<file path="src/rtl/i2c_arb_pkg.sv">
// ============================================================================
// Module      : i2c_arb_pkg
// Description : Shared constants for the I2C start arbiter: FSM state
//               encoding, default launch timeout and a counter width helper.
// Revision    : 1.0 - initial release
// ============================================================================
`default_nettype none

package i2c_arb_pkg;

  // Arbiter FSM state encoding
  localparam logic [1:0] ST_IDLE   = 2'd0;
  localparam logic [1:0] ST_LAUNCH = 2'd1;
  localparam logic [1:0] ST_RUN    = 2'd2;

  // Launch timeout used when the instantiating block does not override it
  localparam int DEFAULT_TIMEOUT = 1024;

  // Bits needed to count 0..n-1, never less than one bit so a disabled
  // timeout still yields a legal vector width.
  function automatic int cnt_width(input int n);
    return (n <= 2) ? 1 : $clog2(n);
  endfunction

endpackage

`default_nettype wire

</file>
<file path="src/rtl/i2c_rr_pick.sv">
// ============================================================================
// Module      : i2c_rr_pick
// Description : Combinational round-robin picker. Returns the first set bit
//               of the pending vector at or above the pointer, wrapping to
//               the lowest set bit below it.
// Revision    : 1.0 - initial release
// ============================================================================
`default_nettype none

module i2c_rr_pick #(
  parameter  int NCH = 4,
  localparam int CW  = $clog2(NCH)
) (
  input  logic [NCH-1:0] pending,
  input  logic [CW-1:0]  ptr,
  output logic           valid,
  output logic [NCH-1:0] onehot,
  output logic [CW-1:0]  index
);

  // Two passes: upper region from the pointer first, then a wrap scan that
  // only matters when nothing at or above the pointer is pending.
  always_comb begin
    valid  = 1'b0;
    onehot = '0;
    index  = '0;
    for (int i = 0; i < NCH; i++) begin
      if (!valid && pending[i] && (CW'(i) >= ptr)) begin
        valid     = 1'b1;
        onehot[i] = 1'b1;
        index     = CW'(i);
      end
    end
    for (int i = 0; i < NCH; i++) begin
      if (!valid && pending[i]) begin
        valid     = 1'b1;
        onehot[i] = 1'b1;
        index     = CW'(i);
      end
    end
  end

endmodule

`default_nettype wire

</file>
<file path="src/rtl/i2c_start_arbiter.sv">
// ============================================================================
// Module      : i2c_start_arbiter
// Description : Multi-channel launch controller for the I2C master core.
//               Edge-detects per-channel start requests, keeps one pending
//               request per channel, grants round-robin and holds enable
//               until the core reports busy. Reports done/timeout/overrun
//               as single-cycle pulses. All outputs are registered.
// Revision    : 1.0 - initial release
// ============================================================================
`default_nettype none

module i2c_start_arbiter
  import i2c_arb_pkg::*;
#(
  parameter  int NCH     = 4,
  parameter  int TIMEOUT = DEFAULT_TIMEOUT,
  localparam int CW      = $clog2(NCH)
) (
  input  logic           clk,
  input  logic           reset,
  input  logic [NCH-1:0] start,
  input  logic           busy,
  output logic           enable,
  output logic [NCH-1:0] grant,
  output logic [CW-1:0]  chan_id,
  output logic [NCH-1:0] done,
  output logic [NCH-1:0] tmo,
  output logic [NCH-1:0] ovr
);

  localparam int             CTW        = cnt_width(TIMEOUT + 1);
  localparam bit             C_TMO_EN   = (TIMEOUT != 0);
  localparam logic [CTW-1:0] C_TMO_LAST = (TIMEOUT == 0) ? '0 : CTW'(TIMEOUT - 1);
  localparam logic [CTW-1:0] C_CNT_MAX  = '1;
  localparam logic [CW-1:0]  C_LAST_CH  = CW'(NCH - 1);

  logic [NCH-1:0] r_prev_start;
  logic [NCH-1:0] r_pending;
  logic [CW-1:0]  r_ptr;
  logic [1:0]     r_state;
  logic [CTW-1:0] r_cnt;
  logic           r_enable;
  logic [NCH-1:0] r_grant;
  logic [CW-1:0]  r_chan_id;
  logic [NCH-1:0] r_done;
  logic [NCH-1:0] r_tmo;
  logic [NCH-1:0] r_ovr;

  logic [NCH-1:0] w_edge;
  logic           w_valid;
  logic [NCH-1:0] w_onehot;
  logic [CW-1:0]  w_index;
  logic           w_take;
  logic [NCH-1:0] w_clr;
  logic [CW-1:0]  w_ptr_next;

  assign w_edge     = start & ~r_prev_start;
  // A grant happens only from IDLE while the core is quiet
  assign w_take     = (r_state == ST_IDLE) && w_valid && !busy;
  assign w_clr      = w_take ? w_onehot : '0;
  assign w_ptr_next = (w_index == C_LAST_CH) ? '0 : (w_index + 1'b1);

  i2c_rr_pick #(
    .NCH (NCH)
  ) u_pick (
    .pending (r_pending),
    .ptr     (r_ptr),
    .valid   (w_valid),
    .onehot  (w_onehot),
    .index   (w_index)
  );

  // Edge detection, pending set/clear and overrun pulses; an edge in the
  // same cycle as the grant-clear re-arms the request.
  always_ff @(posedge clk or posedge reset) begin
    if (reset) begin
      r_prev_start <= '1;
      r_pending    <= '0;
      r_ovr        <= '0;
    end else begin
      r_prev_start <= start;
      r_pending    <= (r_pending & ~w_clr) | w_edge;
      r_ovr        <= w_edge & r_pending & ~w_clr;
    end
  end

  // Launch FSM: grant, enable until busy (or timeout), hold grant until
  // busy falls; done/tmo are single-cycle pulses.
  always_ff @(posedge clk or posedge reset) begin
    if (reset) begin
      r_state   <= ST_IDLE;
      r_cnt     <= '0;
      r_enable  <= 1'b0;
      r_grant   <= '0;
      r_chan_id <= '0;
      r_done    <= '0;
      r_tmo     <= '0;
      r_ptr     <= '0;
    end else begin
      r_done <= '0;
      r_tmo  <= '0;
      case (r_state)
        ST_IDLE: begin
          if (w_take) begin
            r_state   <= ST_LAUNCH;
            r_enable  <= 1'b1;
            r_grant   <= w_onehot;
            r_chan_id <= w_index;
            r_cnt     <= '0;
            r_ptr     <= w_ptr_next;
          end
        end
        ST_LAUNCH: begin
          if (busy) begin
            r_state  <= ST_RUN;
            r_enable <= 1'b0;
          end else if (C_TMO_EN && (r_cnt == C_TMO_LAST)) begin
            r_state   <= ST_IDLE;
            r_enable  <= 1'b0;
            r_tmo     <= r_grant;
            r_grant   <= '0;
            r_chan_id <= '0;
          end else if (r_cnt != C_CNT_MAX) begin
            r_cnt <= r_cnt + 1'b1;
          end
        end
        ST_RUN: begin
          if (!busy) begin
            r_state   <= ST_IDLE;
            r_done    <= r_grant;
            r_grant   <= '0;
            r_chan_id <= '0;
          end
        end
        default: begin
          r_state   <= ST_IDLE;
          r_enable  <= 1'b0;
          r_grant   <= '0;
          r_chan_id <= '0;
        end
      endcase
    end
  end

  assign enable  = r_enable;
  assign grant   = r_grant;
  assign chan_id = r_chan_id;
  assign done    = r_done;
  assign tmo     = r_tmo;
  assign ovr     = r_ovr;

endmodule

`default_nettype wire

</file>
<file path="config.mk">
export PLATFORM = sky130hd
export DESIGN_NAME = i2c_start_arbiter
export DESIGN_NICKNAME = d
export VERILOG_FILES = /design/src/rtl/i2c_arb_pkg.sv /design/src/rtl/i2c_rr_pick.sv /design/src/rtl/i2c_start_arbiter.sv
export SDC_FILE = /design/constraint.sdc
export NUM_CORES = 1
export LEC_CHECK = 0
export ABC_AREA = 1
export CORE_ASPECT_RATIO = 0.6
export CORE_MARGIN = 8
export CORE_UTILIZATION = 30
export DETAILED_ROUTE_END_ITERATION = 10
export GPL_ROUTABILITY_DRIVEN = 1
export SLEW_MARGIN = 20
export SYNTH_ARGS = -nofsm -noshare
export SYNTH_HDL_FRONTEND = slang
export SYNTH_HIERARCHICAL = 1
export SYNTH_SLANG_ARGS = --single-unit
</file>
<file path="constraint.sdc">
create_clock -name clk -period 2.24 [get_ports clk]
set_input_delay 0.448 -clock clk [delete_from_list [all_inputs] [get_ports clk]]
set_output_delay 0.448 -clock clk [all_outputs]
set_load 0.01 [all_outputs]
</file>
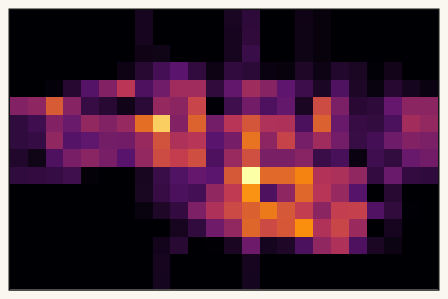
run_1/route_heat.png
24 x 16 tiles, from black (low) to pale yellow (high), scaled to the fullest tile. Values are wire area over tile area, all layers added.
tiles over half the peak: 9.1%
nearly empty tiles: 41%
densest ninth of the die: middle
fullest tile: 0.42
Vias: 1593
final wirelength: 4.27 mm

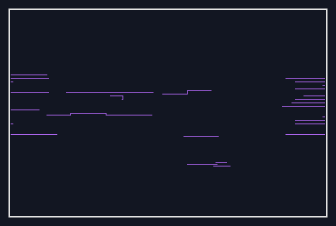
run_1/m3.png
nets with wire on the layer: 25
main direction: horizontal
wire length on this layer: 335 µm
share of all routed wire: 7.8%

==> flow_summary_export.csv, run 1 <==
group,metric,value,unit
run_status,outcome,"completed",
finish,layout.area.top_class,"sequential cells",
synthesis,synth.yosys.num_cells,248,
timing,fmaxAchievable,0.547,GHz
job,drv_cap,0,
setup_path,reg_to_reg_start,"r_pending[0]",
setup_path,rrSetupSlack,0.41,ns
synthesis,yosysUniqueCellTypes,26,
placement,place.detailed.instances,360,
synthesis,logic_family,"simple AND/OR/NAND/NOR gates",
floorplanning,fp-row-count,23,
finish,largest_register,"r_cnt",
pwr,powerClk,731,µW
finish,post_layout_nonfiller_instances,368,
setup_path,worstSetupStartpoint,"r_pending[0]",
clocking,cts_buffer_depth,2,
routing,met3_routed_wirelength,335,µm
clocking,postCtsHoldBufs,0,
timing,rsz0062_at_grt,"no",
routing,wl_met1,2.27,mm
synthesis,postSynthCellCount,248,
routing,drtPass1Iterations,4,
synthesis,synthSimpleGateAreaFrac,32.5,%
global_routing,grt-ovfl-total,0,
pwr,netSwitchingFraction,37.4,%
synthesis,enable_flop_cells,0,
synthesis,yosys.area_share.adder,1.23,%
placement,placed_cell_area,0.00239,mm²
finish,finalNetCount,289,
timing,slew_at_the_pin_closest_to_its_max_slew_limit,0.523,ns
clocking,cts.repair.resized,0,
routing,detail_route.wl_per_cell,11.6,µm
finish,layout_top_cell_excl_fill_tap,"sky130_fd_sc_hd__nand2_1",
routing,post-route-drc-count,0,
floorplanning,design.die.area,0.00978,mm²
finish,syn_to_final_growth,24.8,%
pwr,share_comb_of_total_power,34.5,%
finish,n_all_buffers,27,
finish,inverters,37,
finish,clock_buffers,6,
finish,stdcell_area,0.00254,mm²
setup_path,path_depth,12,
finish,area.share.combinational,32.4,%
pwr,comb_cell_power,933,µW
timing,final_period_minus_worst_setup_slack,1.83,ns
finish,buffer_area_share,10.4,%
synthesis,yosysChipArea,0.00204,mm²
global_routing,groute.usage.overall,9.48,%
job,log.warning_count,26,
pwr,power.total,2.71,mW
synthesis,synthDominantCellAreaShare,46.6,%
synthesis,netlist_top_cells_area,"sky130_fd_sc_hd__dfrtp_1, sky130_fd_sc_hd__nand2_1, sky130_fd_sc_hd__inv_1, sky130_fd_sc_hd__dfstp_2, sky130_fd_sc_hd__nand3_1",
global_routing,wire_length_of_the_first_global_routing_pass,7.28,mm
floorplanning,fp-utilization,30.8,%
finish,layout-drive-gt1-share,12.8,%
timing,setup_viol,0,
min_path,min_from,"enable",
timing,finalCritPeriodShare,81.7,%
floorplanning,dieWidth,122,µm
synthesis,most_frequently_used_flop_master_after_synthesis,"sky130_fd_sc_hd__dfrtp_1",
synthesis,synth_async_sr_flop_share,100,%
global_routing,grt.met1_usage,13.9,%
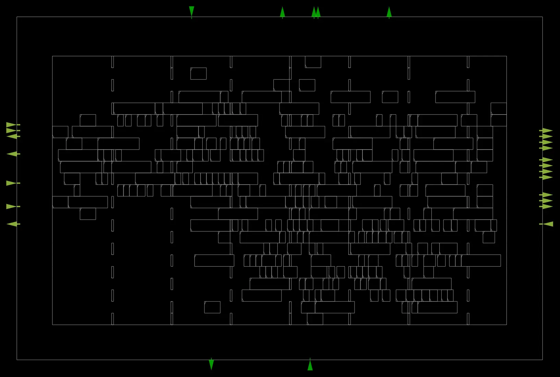
run_1/placed.png
post-route core utilization: 38.4%
Taps Inserted: 87
core region area: 0.00662 mm²
Flop Count: 42
number of fill cells in the layout: 700

run_1/ff_map.png
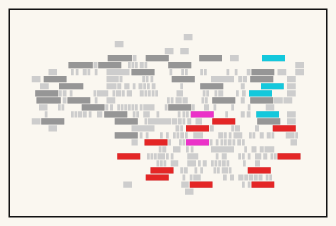

==> run 2: changes to the inputs <==
==> constraint.sdc (replaced) <==
create_clock -name clk -period 1.6 [get_ports clk]
set_input_delay 0.32 -clock clk [delete_from_list [all_inputs] [get_ports clk]]
set_output_delay 0.32 -clock clk [all_outputs]
set_load 0.01 [all_outputs]
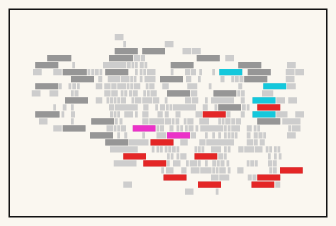
run_2/ff_map.png
| colour | netlist name | flops |
|---|---|---|
| cyan | done | 4 |
| magenta | r_state | 2 |
| red | r_cnt | 11 |
sequential cell power: 1.43 mW
post-route core utilization: 43.5%

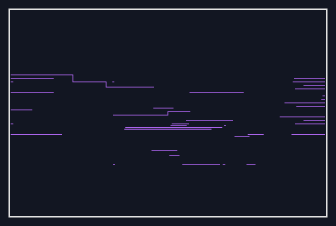
run_2/m3.png
final wirelength: 5.13 mm
met3 Resource Use GR: 4.03%

==> flow_summary_export.csv, run 2 <==
group,metric,value,unit
clocking,cts.repair.resized,11,
setup_path,critical_path.reg2reg.endpoint,"r_cnt[10]",
clocking,cts_root_buffer,"sky130_fd_sc_hd__clkbuf_16",
global_routing,wire_length_of_the_first_global_routing_pass,8.30,mm
setup_path,setup.worst_path.end_class,"flip-flop",
floorplanning,fp-row-count,23,
synthesis,yosysChipArea,0.00204,mm²
setup_path,path_depth,12,
setup_path,worst_path_max_delay_cell,"sky130_fd_sc_hd__dfrtp_1",
synthesis,logic_family,"simple AND/OR/NAND/NOR gates",
routing,vias,1759,
global_routing,grt-ovfl-total,0,
finish,seq_area_share,36.7,%
finish,area.share.combinational,32.8,%
finish,flop-count,42,
clocking,cts_buffer_depth,2,
placement,place.detailed.instances,376,
finish,layout.area.top_class,"sequential cells",
synthesis,yosys.area_share.adder,1.23,%
timing,fmaxAchievable,0.621,GHz
synthesis,largest_area_cell,"sky130_fd_sc_hd__dfrtp_1",
routing,detail_route.wl_per_cell,13.2,µm
synthesis,synth_async_sr_flop_share,100,%
timing,rsz0062_at_grt,"yes",
finish,area.sequential,0.00106,mm²
global_routing,grt.met1_usage,16.0,%
min_path,min_path_type,"in2async",
pwr,power.total,4.79,mW
finish,layout_top_cell_excl_fill_tap,"sky130_fd_sc_hd__nand2_1",
finish,post_layout_nonfiller_instances,390,
floorplanning,dieWidth,122,µm
setup_path,critical_path.startpoint_type,"flip-flop",
routing,wl_met1,2.63,mm
routing,post-route-drc-count,0,
placement,place.port_buffers,25,
timing,finalCritPeriodShare,101,%
setup_path,critPathTopFamily,"simple AND/OR/NAND/NOR gates",
synthesis,postSynthCellCount,248,
finish,number_of_flip_flops_under_the_largest_register_name,11,
finish,stdcell_area,0.00288,mm²
routing,wl_met2,2.00,mm
job,drv_cap,0,
timing,finalHoldViolCount,0,
pwr,total_switching_power,1.73,mW
floorplanning,coreArea,0.00662,mm²
finish,clock_buffers,6,
setup_path,critPathCapture,"r_cnt[10]",
routing,drtPass1Iterations,4,
synthesis,yosysUniqueCellTypes,26,
floorplanning,fp-utilization,30.8,%
finish,number_of_fill_cells_in_the_layout,643,
synthesis,synthSimpleGateAreaFrac,32.5,%
setup_path,rrSetupSlack,-0.01,ns
global_routing,groute.usage.overall,10.9,%
floorplanning,tapCellCount,87,
clocking,clock_insertion_delay_worst_skew,0.28,ns
finish,finalNetCount,311,
timing,final_period_minus_worst_setup_slack,1.61,ns
clocking,clkSinkCount,42,
timing,final_max_slew_viol_count,0,
setup_path,worst-endpoint-required,1.78,ns
setup_path,critPathKind,"reg2reg",
pwr,comb_cell_power,2.01,mW
job,log.warning_count,28,
timing,post-route-worst-setup-slack,-0.0100,ns
setup_path,reg_to_reg_start,"r_ptr[0]",
pwr,netSwitchingFraction,36.2,%
clocking,postCtsHoldBufs,0,
setup_path,worstSetupStartpoint,"r_ptr[0]",
pwr,powerClk,1.35,mW
synthesis,top_cell,"sky130_fd_sc_hd__nand2_1",
pwr,share_comb_of_total_power,41.9,%
timing,final_skew,0.00870,ns
finish,syn_to_final_growth,41.2,%
floorplanning,design.die.area,0.00978,mm²
pwr,intPower,3.05,mW
synthesis,synth_flop_count,42,
finish,largest_register,"r_cnt",
global_routing,pin_count_of_the_biggest_net_entering_global_routing,43,
run_status,outcome,"finished, violations left",
run_status,violations,"setup timing",
synthesis,yosys.area_share.aoi,5.40,%
synthesis,most_frequently_used_flop_master_after_synthesis,"sky130_fd_sc_hd__dfrtp_1",
placement,placed_cell_area,0.00253,mm²
pwr,power_leader,"combinational cells",
finish,layout-drive-gt1-share,26.1,%
setup_path,rr_worst_depth,12,
timing,slew_at_the_pin_closest_to_its_max_slew_limit,0.286,ns
finish,n_all_buffers,47,
synthesis,synthDominantCellAreaShare,46.6,%
placement,detailedPlacementHpwl,3.63,mm
synthesis,netlist_top_cells_area,"sky130_fd_sc_hd__dfrtp_1, sky130_fd_sc_hd__nand2_1, sky130_fd_sc_hd__inv_1, sky130_fd_sc_hd__dfstp_2, sky130_fd_sc_hd__nand3_1",
finish,inverters,37,
synthesis,synth.yosys.num_cells,248,
synthesis,enable_flop_cells,0,
pwr,share_seq_of_total_power,29.9,%
timing,setup_viol,5,
synthesis,synthesis.area_per_instance,8.22,µm²
pwr,leakagePower,1.46,nW
clocking,h_tree_lvls,2,
finish,buffer_area_share,15.0,%
timing,final.hold.worst_slack,0.391,ns
synthesis,mappedNetlistNets,257,
routing,met3_routed_wirelength,446,µm
run_2/port_trees.png
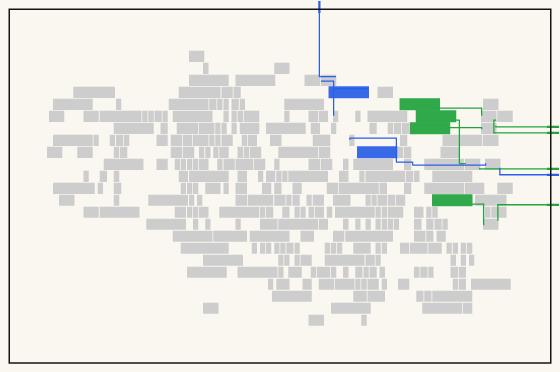

==> run 3: changes to the inputs <==
--- a/config.mk
+++ b/config.mk
@@ -11,6 +11,7 @@
 export CORE_UTILIZATION = 30
 export DETAILED_ROUTE_END_ITERATION = 10
 export GPL_ROUTABILITY_DRIVEN = 1
+export MAX_ROUTING_LAYER = met4
 export SLEW_MARGIN = 20
 export SYNTH_ARGS = -nofsm -noshare
 export SYNTH_HDL_FRONTEND = slang
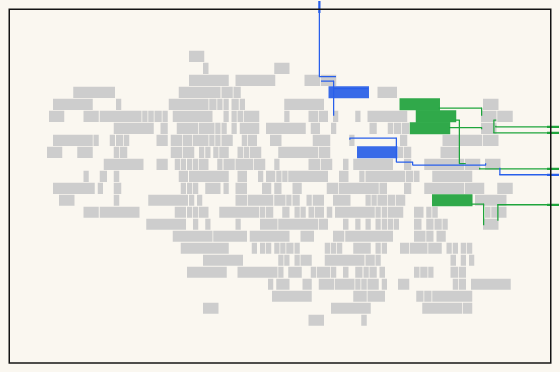
run_3/port_trees.png
| colour | port | direction | edge | end cells | wire |
|---|---|---|---|---|---|
| green | tmo | output | right | 4 | 96.6 µm |
| blue | chan_id | output | 1 top, 1 right | 2 | 86.9 µm |

==> flow_summary_export.csv, run 3 <==
group,metric,value,unit
job,log.warning_count,28,
synthesis,synthXorXnorAreaFrac,1.29,%
setup_path,critPathTopFamily,"simple AND/OR/NAND/NOR gates",
routing,wl_met1,2.63,mm
finish,post_layout_nonfiller_instances,390,
clocking,cts.repair.resized,11,
pwr,netSwitchingFraction,36.2,%
timing,timing.setup.tns,-0.0204,ns
setup_path,worstSetupStartpoint,"r_ptr[0]",
global_routing,groute.usage.overall,11.3,%
synthesis,top_cells_by_count,"sky130_fd_sc_hd__nand2_1, sky130_fd_sc_hd__dfrtp_1, sky130_fd_sc_hd__inv_1",
timing,final_max_slew_viol_count,0,
floorplanning,tapCellCount,87,
synthesis,synthDominantCellAreaShare,46.6,%
clocking,clkSinkCount,42,
setup_path,critical-path-top-cell-by-count,"sky130_fd_sc_hd__nand2_1",
pwr,intPower,3.05,mW
pwr,powerClk,1.35,mW
synthesis,synthSimpleGateAreaFrac,32.5,%
global_routing,grt.met1_usage,16.3,%
placement,placed_cell_area,0.00253,mm²
routing,post-route-drc-count,0,
routing,met3_routed_wirelength,451,µm
routing,wl_met2,2.03,mm
timing,fmaxAchievable,0.621,GHz
timing,setup_viol,3,
synthesis,mappedNetlistNets,257,
clocking,postCtsHoldBufs,0,
routing,drtPass1Iterations,4,
setup_path,worst-endpoint-required,1.78,ns
finish,clockNetworkAreaShare,6.90,%
clocking,clock_insertion_delay_worst_skew,0.29,ns
global_routing,grt-ovfl-total,0,
placement,place.port_buffers,25,
synthesis,synthesis.area_per_instance,8.22,µm²
setup_path,critical_path.startpoint_type,"flip-flop",
routing,detail_route.wl_per_cell,13.2,µm
setup_path,setup.worst_path.end_class,"flip-flop",
setup_path,worst_path_max_delay_cell,"sky130_fd_sc_hd__dfrtp_1",
timing,final.hold.worst_slack,0.390,ns
setup_path,critical_path.reg2reg.endpoint,"r_cnt[10]",
routing,vias,1754,
synthesis,enable_flop_cells,0,
run_status,violations,"setup timing",
pwr,seq-power,1.43,mW
clocking,cts_root_buffer,"sky130_fd_sc_hd__clkbuf_16",
synthesis,synth_flop_count,42,
finish,number_of_fill_cells_in_the_layout,644,
setup_path,reg_to_reg_start,"r_ptr[0]",
timing,timing.slew.headroom,80.9,%
pwr,comb_cell_power,2.00,mW
synthesis,logic_family,"simple AND/OR/NAND/NOR gates",
finish,layout.area.top_class,"sequential cells",
min_path,min_path_type,"in2async",
setup_path,timing.critical_path.cells,"nor2_1 -> nand2_1 -> nand2_2 -> nor2_4 -> nand4_1 -> inv_1 -> nor2_2 -> nand2_2 -> o21ai_4 -> nand2_4 -> nand2_1 -> nand2_1",
synthesis,synth.yosys.num_cells,248,
pwr,irDropWorstVdd,651,µV
finish,layout_top_cell_excl_fill_tap,"sky130_fd_sc_hd__nand2_1",
pwr,share_comb_of_total_power,41.9,%
finish,buffer_area_share,15.1,%
timing,rsz0062_at_grt,"yes",
pwr,leakagePower,1.47,nW
synthesis,yosys_warnings,6,
run_status,outcome,"finished, violations left",
setup_path,path_depth,12,
finish,finalNetCount,311,
synthesis,most_frequently_used_flop_master_after_synthesis,"sky130_fd_sc_hd__dfrtp_1",
synthesis,yosysChipArea,0.00204,mm²
clocking,cts.reportedPaths.clkPinSlew,0.06,ns
synthesis,yosysUniqueCellTypes,26,
finish,flop-count,42,
finish,inverters,37,
synthesis,largest_area_cell,"sky130_fd_sc_hd__dfrtp_1",
clocking,postCtsSetupBuffers,2,
timing,post-route-worst-setup-slack,-0.00975,ns
finish,largest_register,"r_cnt",
timing,finalHoldViolCount,0,
finish,area.share.combinational,32.7,%
setup_path,critPathKind,"reg2reg",
pwr,total_switching_power,1.73,mW
routing,via_per_inst,4.50,
setup_path,rrSetupSlack,-0.01,ns
timing,final_skew,0.00919,ns
job,drv_cap,0,
timing,final_period_minus_worst_setup_slack,1.61,ns
floorplanning,fp-row-count,23,
finish,stdcell_area,0.00288,mm²
global_routing,globalRouteMet3Util,4.73,%
pwr,power.total,4.78,mW
clocking,cts_buffer_depth,2,
setup_path,rr_worst_depth,12,
setup_path,critPathCapture,"r_cnt[10]",
floorplanning,dieWidth,122,µm
synthesis,yosys.area_share.adder,1.23,%
synthesis,synth_async_sr_flop_share,100,%
finish,syn_to_final_growth,41.3,%
synthesis,netlist_top_cells_area,"sky130_fd_sc_hd__dfrtp_1, sky130_fd_sc_hd__nand2_1, sky130_fd_sc_hd__inv_1, sky130_fd_sc_hd__dfstp_2, sky130_fd_sc_hd__nand3_1",
finish,clock_buffers,6,
floorplanning,coreArea,0.00662,mm²
placement,detailedPlacementHpwl,3.63,mm
placement,place.detailed.instances,376,
pwr,power_leader,"combinational cells",
synthesis,postSynthCellCount,248,
pwr,share_seq_of_total_power,29.9,%
finish,number_of_flip_flops_under_the_largest_register_name,11,
synthesis,top_cell,"sky130_fd_sc_hd__nand2_1",
clocking,h_tree_lvls,2,
global_routing,wire_length_of_the_first_global_routing_pass,8.34,mm
routing,wl,5.15,mm
finish,layout-drive-gt1-share,26.1,%
finish,n_all_buffers,47,
floorplanning,design.die.area,0.00978,mm²
synthesis,yosys.area_share.aoi,5.40,%
global_routing,pin_count_of_the_biggest_net_entering_global_routing,43,
timing,finalCritPeriodShare,101,%
timing,slew_at_the_pin_closest_to_its_max_slew_limit,0.285,ns
floorplanning,fp-utilization,30.8,%
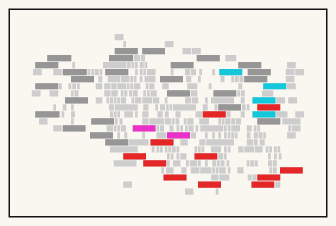
run_3/ff_map.png
| colour | netlist name | flops |
|---|---|---|
| magenta | r_state | 2 |
| cyan | done | 4 |
| red | r_cnt | 11 |
not coloured: 25
share of the final layout cell area in sequential cells: 36.6%
post-route core utilization: 43.5%
register area: 0.00106 mm²

Power figures rest on the tool's default switching activity, not on a simulated workload.
